===== config.mk =====
export PLATFORM = sky130hd
export DESIGN_NAME = frame_read_ctrl
export DESIGN_NICKNAME = d
export VERILOG_FILES = /design/src/rtl/frame_read_ctrl.sv
export SDC_FILE = /design/constraint.sdc
export NUM_CORES = 1
export LEC_CHECK = 0
export ABC_AREA = 1
export ABC_CLOCK_PERIOD_IN_PS = 2600
export CAP_MARGIN = 20
export CORE_ASPECT_RATIO = 2
export CORE_MARGIN = 10
export CORE_UTILIZATION = 57
export CTS_BUF_LIST = sky130_fd_sc_hd__clkbuf_4 sky130_fd_sc_hd__clkbuf_8
export CTS_CLUSTER_SIZE = 20
export DETAILED_ROUTE_END_ITERATION = 16
export GPL_TIMING_DRIVEN = 1
export HOLD_SLACK_MARGIN = 0.03
export PLACE_DENSITY = 0.88
export SYNTH_ARGS = -nofsm -noshare
export SYNTH_HDL_FRONTEND = slang
export SYNTH_SLANG_ARGS = --single-unit
export TNS_END_PERCENT = 100

===== constraint.sdc =====
create_clock -name clk -period 2.6 [get_ports clk]
set_input_delay 0.26 -clock clk [delete_from_list [all_inputs] [get_ports clk]]
set_output_delay 0.26 -clock clk [all_outputs]
set_load 0.01 [all_outputs]

===== src/rtl/frame_read_ctrl.sv =====
// Frame read scheduler: raster-reads the frame RAM into the filter chain, credit-paced by UART TX.
// Optional watchdog abort enabled by defining FRAME_CTRL_TIMEOUT_EN.
module frame_read_ctrl #(
    parameter int H_RES       = 170,
    parameter int V_RES       = 240,
    parameter int CREDITS     = 16,
    parameter int ADDR_W      = $clog2(H_RES * V_RES),
    parameter int TIMEOUT_CYC = 1_000_000
) (
    input  logic              clk,
    input  logic              reset,
    input  logic              i_frame_done,
    input  logic              i_tx_done,
    input  logic              i_out_de,
    output logic              o_oe,
    output logic [ADDR_W-1:0] o_raddr,
    output logic              o_de,
    output logic              o_busy,
    output logic              o_frame_sent,
    output logic              o_drop,
    output logic              o_err,
    output logic [7:0]        o_frame_cnt
);

    localparam int NPIX  = H_RES * V_RES;
    localparam int CNT_W = $clog2(NPIX + 1);
    localparam int CRD_W = $clog2(CREDITS + 1);

    localparam logic [ADDR_W-1:0] LAST_ADDR  = ADDR_W'(NPIX - 1);
    localparam logic [CNT_W-1:0]  NPIX_CNT   = CNT_W'(NPIX);
    localparam logic [CRD_W-1:0]  CREDIT_MAX = CRD_W'(CREDITS);

    typedef enum logic [1:0] {S_IDLE, S_READ, S_DRAIN, S_DONE} state_t;

    state_t            state_q, state_d;
    logic [ADDR_W-1:0] rd_addr_q, rd_addr_d;
    logic [CNT_W-1:0]  out_cnt_q, out_cnt_d;
    logic [CRD_W-1:0]  credit_q, credit_d;
    logic [7:0]        frame_cnt_q, frame_cnt_d;
    logic              de_q;
    logic              issue;
    logic              wd_fire;

    assign issue = (state_q == S_READ) && (credit_q != '0);

`ifdef FRAME_CTRL_TIMEOUT_EN
    localparam int WD_W = $clog2(TIMEOUT_CYC);

    logic [WD_W-1:0] wd_q, wd_d;

    // Any forward progress (issue or a pixel leaving the chain) restarts the window.
    always_comb begin
        wd_d = wd_q + 1'b1;
        if (!o_busy || issue || i_out_de) begin
            wd_d = '0;
        end
    end

    assign wd_fire = o_busy && (wd_q == WD_W'(TIMEOUT_CYC - 1));

    always_ff @(posedge clk) begin
        if (reset) begin
            wd_q <= '0;
        end else begin
            wd_q <= wd_d;
        end
    end
`else
    assign wd_fire = 1'b0;
`endif

    always_comb begin
        state_d      = state_q;
        rd_addr_d    = rd_addr_q;
        out_cnt_d    = out_cnt_q;
        frame_cnt_d  = frame_cnt_q;
        o_frame_sent = 1'b0;
        o_drop       = 1'b0;

        case (state_q)
            S_IDLE: begin
                if (i_frame_done) begin
                    state_d   = S_READ;
                    rd_addr_d = '0;
                    out_cnt_d = '0;
                end
            end
            S_READ: begin
                if (issue) begin
                    rd_addr_d = rd_addr_q + 1'b1;
                    if (rd_addr_q == LAST_ADDR) begin
                        state_d = S_DRAIN;
                    end
                end
            end
            S_DRAIN: begin
                if (out_cnt_q == NPIX_CNT) begin
                    state_d = S_DONE;
                end
            end
            S_DONE: begin
                o_frame_sent = 1'b1;
                frame_cnt_d  = frame_cnt_q + 1'b1;
                state_d      = S_IDLE;
            end
            default: state_d = S_IDLE;
        endcase

        if (i_frame_done && (state_q != S_IDLE)) begin
            o_drop = 1'b1;
        end
        if (o_busy && i_out_de) begin
            out_cnt_d = out_cnt_q + 1'b1;
        end
        if (wd_fire) begin
            state_d = S_IDLE;
        end
    end

    // A returned byte and an issued pixel in the same cycle cancel; the count never exceeds the FIFO depth.
    always_comb begin
        credit_d = credit_q;
        if (wd_fire) begin
            credit_d = CREDIT_MAX;
        end else if (i_tx_done && !issue) begin
            if (credit_q != CREDIT_MAX) begin
                credit_d = credit_q + 1'b1;
            end
        end else if (issue && !i_tx_done) begin
            credit_d = credit_q - 1'b1;
        end
    end

    always_ff @(posedge clk) begin
        if (reset) begin
            state_q     <= S_IDLE;
            rd_addr_q   <= '0;
            out_cnt_q   <= '0;
            credit_q    <= CREDIT_MAX;
            frame_cnt_q <= '0;
            de_q        <= 1'b0;
        end else begin
            state_q     <= state_d;
            rd_addr_q   <= rd_addr_d;
            out_cnt_q   <= out_cnt_d;
            credit_q    <= credit_d;
            frame_cnt_q <= frame_cnt_d;
            de_q        <= issue;
        end
    end

    assign o_oe        = issue;
    assign o_raddr     = issue ? rd_addr_q : '0;
    assign o_de        = de_q;
    assign o_busy      = (state_q == S_READ) || (state_q == S_DRAIN);
    assign o_err       = wd_fire;
    assign o_frame_cnt = frame_cnt_q;

endmodule


Figure 1. A small window of the routed layout.
The bar under the picture is 10 um long. Region (15, 16) to (55, 56) um. Cells in gray, sequential cells in the stronger gray; small squares are vias.
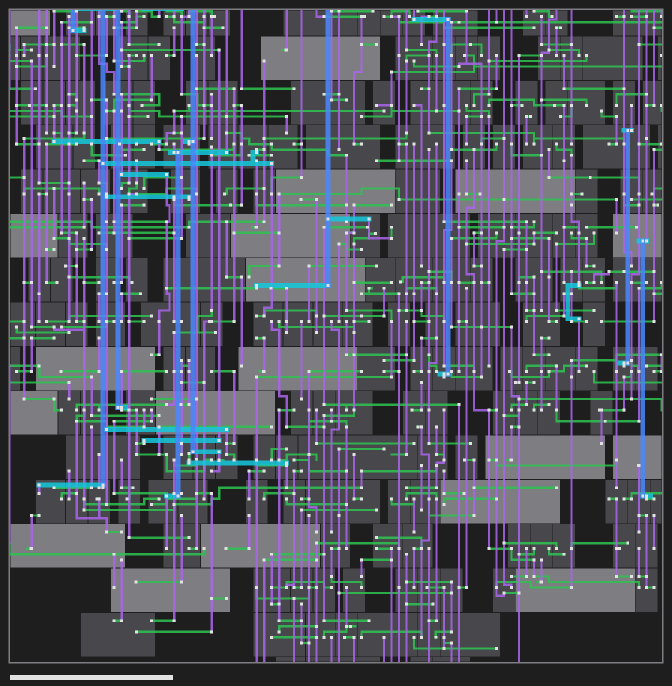
metal 1 -> green
metal 2 -> purple
metal 3 -> cyan
metal 4 -> blue
sequential cells in the window = 14
cells with their middle in the window = 192
most frequent = nand2_1 (46), nor2_1 (31), inv_1 (25)
netlist names of flops here include = `credit_q` (5), `out_cnt_q` (5), `rd_addr_q` (3)

==> flow_summary.toml <==
# flow metrics
[run_status]
run_status = "completed"

[logic_synthesis]
synthXorXnorAreaFrac_pct = 0.946
yosysTopAreaCellShare_pct = 34.6
ys_ff = 48
syn_avg_cell_area_um2 = 6.48
synth.cells.most_frequent = "sky130_fd_sc_hd__nand2_1 (95), sky130_fd_sc_hd__nor2_1 (83), sky130_fd_sc_hd__inv_1 (55)"
post-synth-top-count-cell = "sky130_fd_sc_hd__nand2_1"
synth_cells = 429
synth_sequential_area_ratio_pct = 34.6
syn_area_um2 = 2780
fa_ha_area_share_pct = 5.67

[setup_path]
critical_path.cell_chain = "inv_1, ha_1, nand2_2, buf_4, nor2_1, clkdlybuf4s50_1"
cpPeakStageDelay_ps = 550
setup.worst_path.start_class = "register"
required_time_at_the_worst_slack_endpoint_ps = 2340
worst-endpoint-arrival_ps = 1970

[timing]
timing.final.crit_period_ps = 2230
whs_ps = 459

[pwr]
pg_seq_mw = 0.896
leakage_nw = 1.31
seqPwrFrac_pct = 38.0
comb_power_mw = 0.985
total_power_mw = 2.36
proportion_of_total_power_due_to_net_switching_pct = 41.4

[grt]
groute.layer.met1.usage_pct = 15.0
grt.met3_usage_pct = 3.69
antenna_found_initial = 0

[placed_design]
dp.final_hpwl_um = 5210
gp_congestion = 0.963

[cts]
cts-buffers-inserted = 5
cts_hold_repair.buffers = 0
path_clk_slew_ps = 90

[final_layout]
final_core_density_pct = 69.5
mostFrequentLayoutCells = "sky130_fd_sc_hd__nand2_1 (95), sky130_fd_sc_hd__nor2_1 (83), sky130_fd_sc_hd__inv_1 (55)"

[worst_hold_path]
hold_removal_path_class = "reg2reg"

[job]
openroad.warnings = 30

[detailed_routing]
sum_of_routed_wire_segments_on_met1_um = 2290
route.top_layer_used = "met4"
avgViaCountPerCell = 5.35
ant_nets = 0

[floorplan]
die.size.x_um = 69.4
Figure 2. Met2 routing.
The bar under the picture is 20 um long. Cells faint in the background.
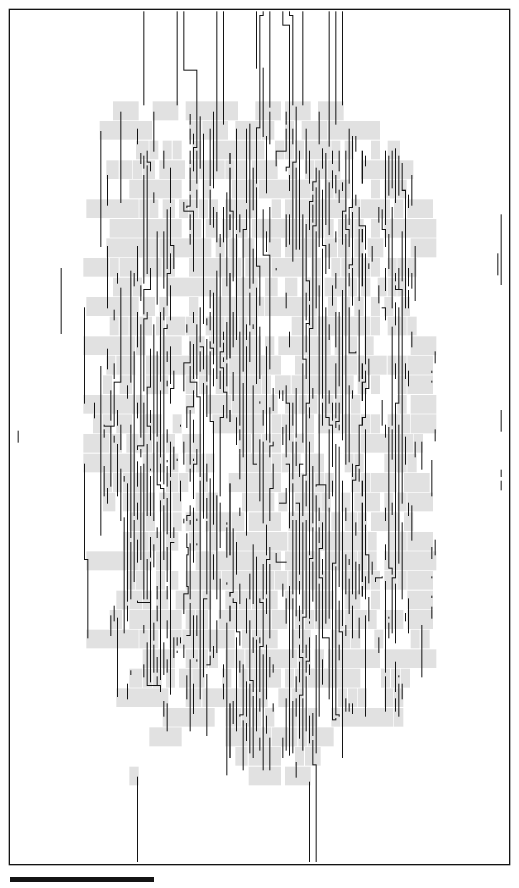
share of all routed wire = 58%
nets with wire on the layer = 397
longest straight run = 32.0 um
vias: 2782
Total Routed Length: 6720 um
met2 Track Usage GR: 33.2%

==> worst paths after layout <==
path         cells past startpoint  slack [ps]            from             end
max reg2reg                     13         510      state_q[1]     credit_q[4]
max                              6         370      state_q[1]      o_raddr[0]
min reg2reg                      1         460  o_frame_cnt[7]  o_frame_cnt[7]
min                              1         460  o_frame_cnt[7]  o_frame_cnt[7]
==> layout make-up <==
class / count / area (um^2) / share of cell area [%]
Sequential cell: 48 / 961 / 29.5
Tap cell: 55 / 68.8 / 2.11
Clock inverter: 2 / 15.0 / 0.461
Multi-Input combinational cell: 315 / 1550 / 47.7
Inverter: 57 / 214 / 6.57
Clock buffer: 6 / 82.6 / 2.54
Timing Repair Buffer: 37 / 360 / 11.1
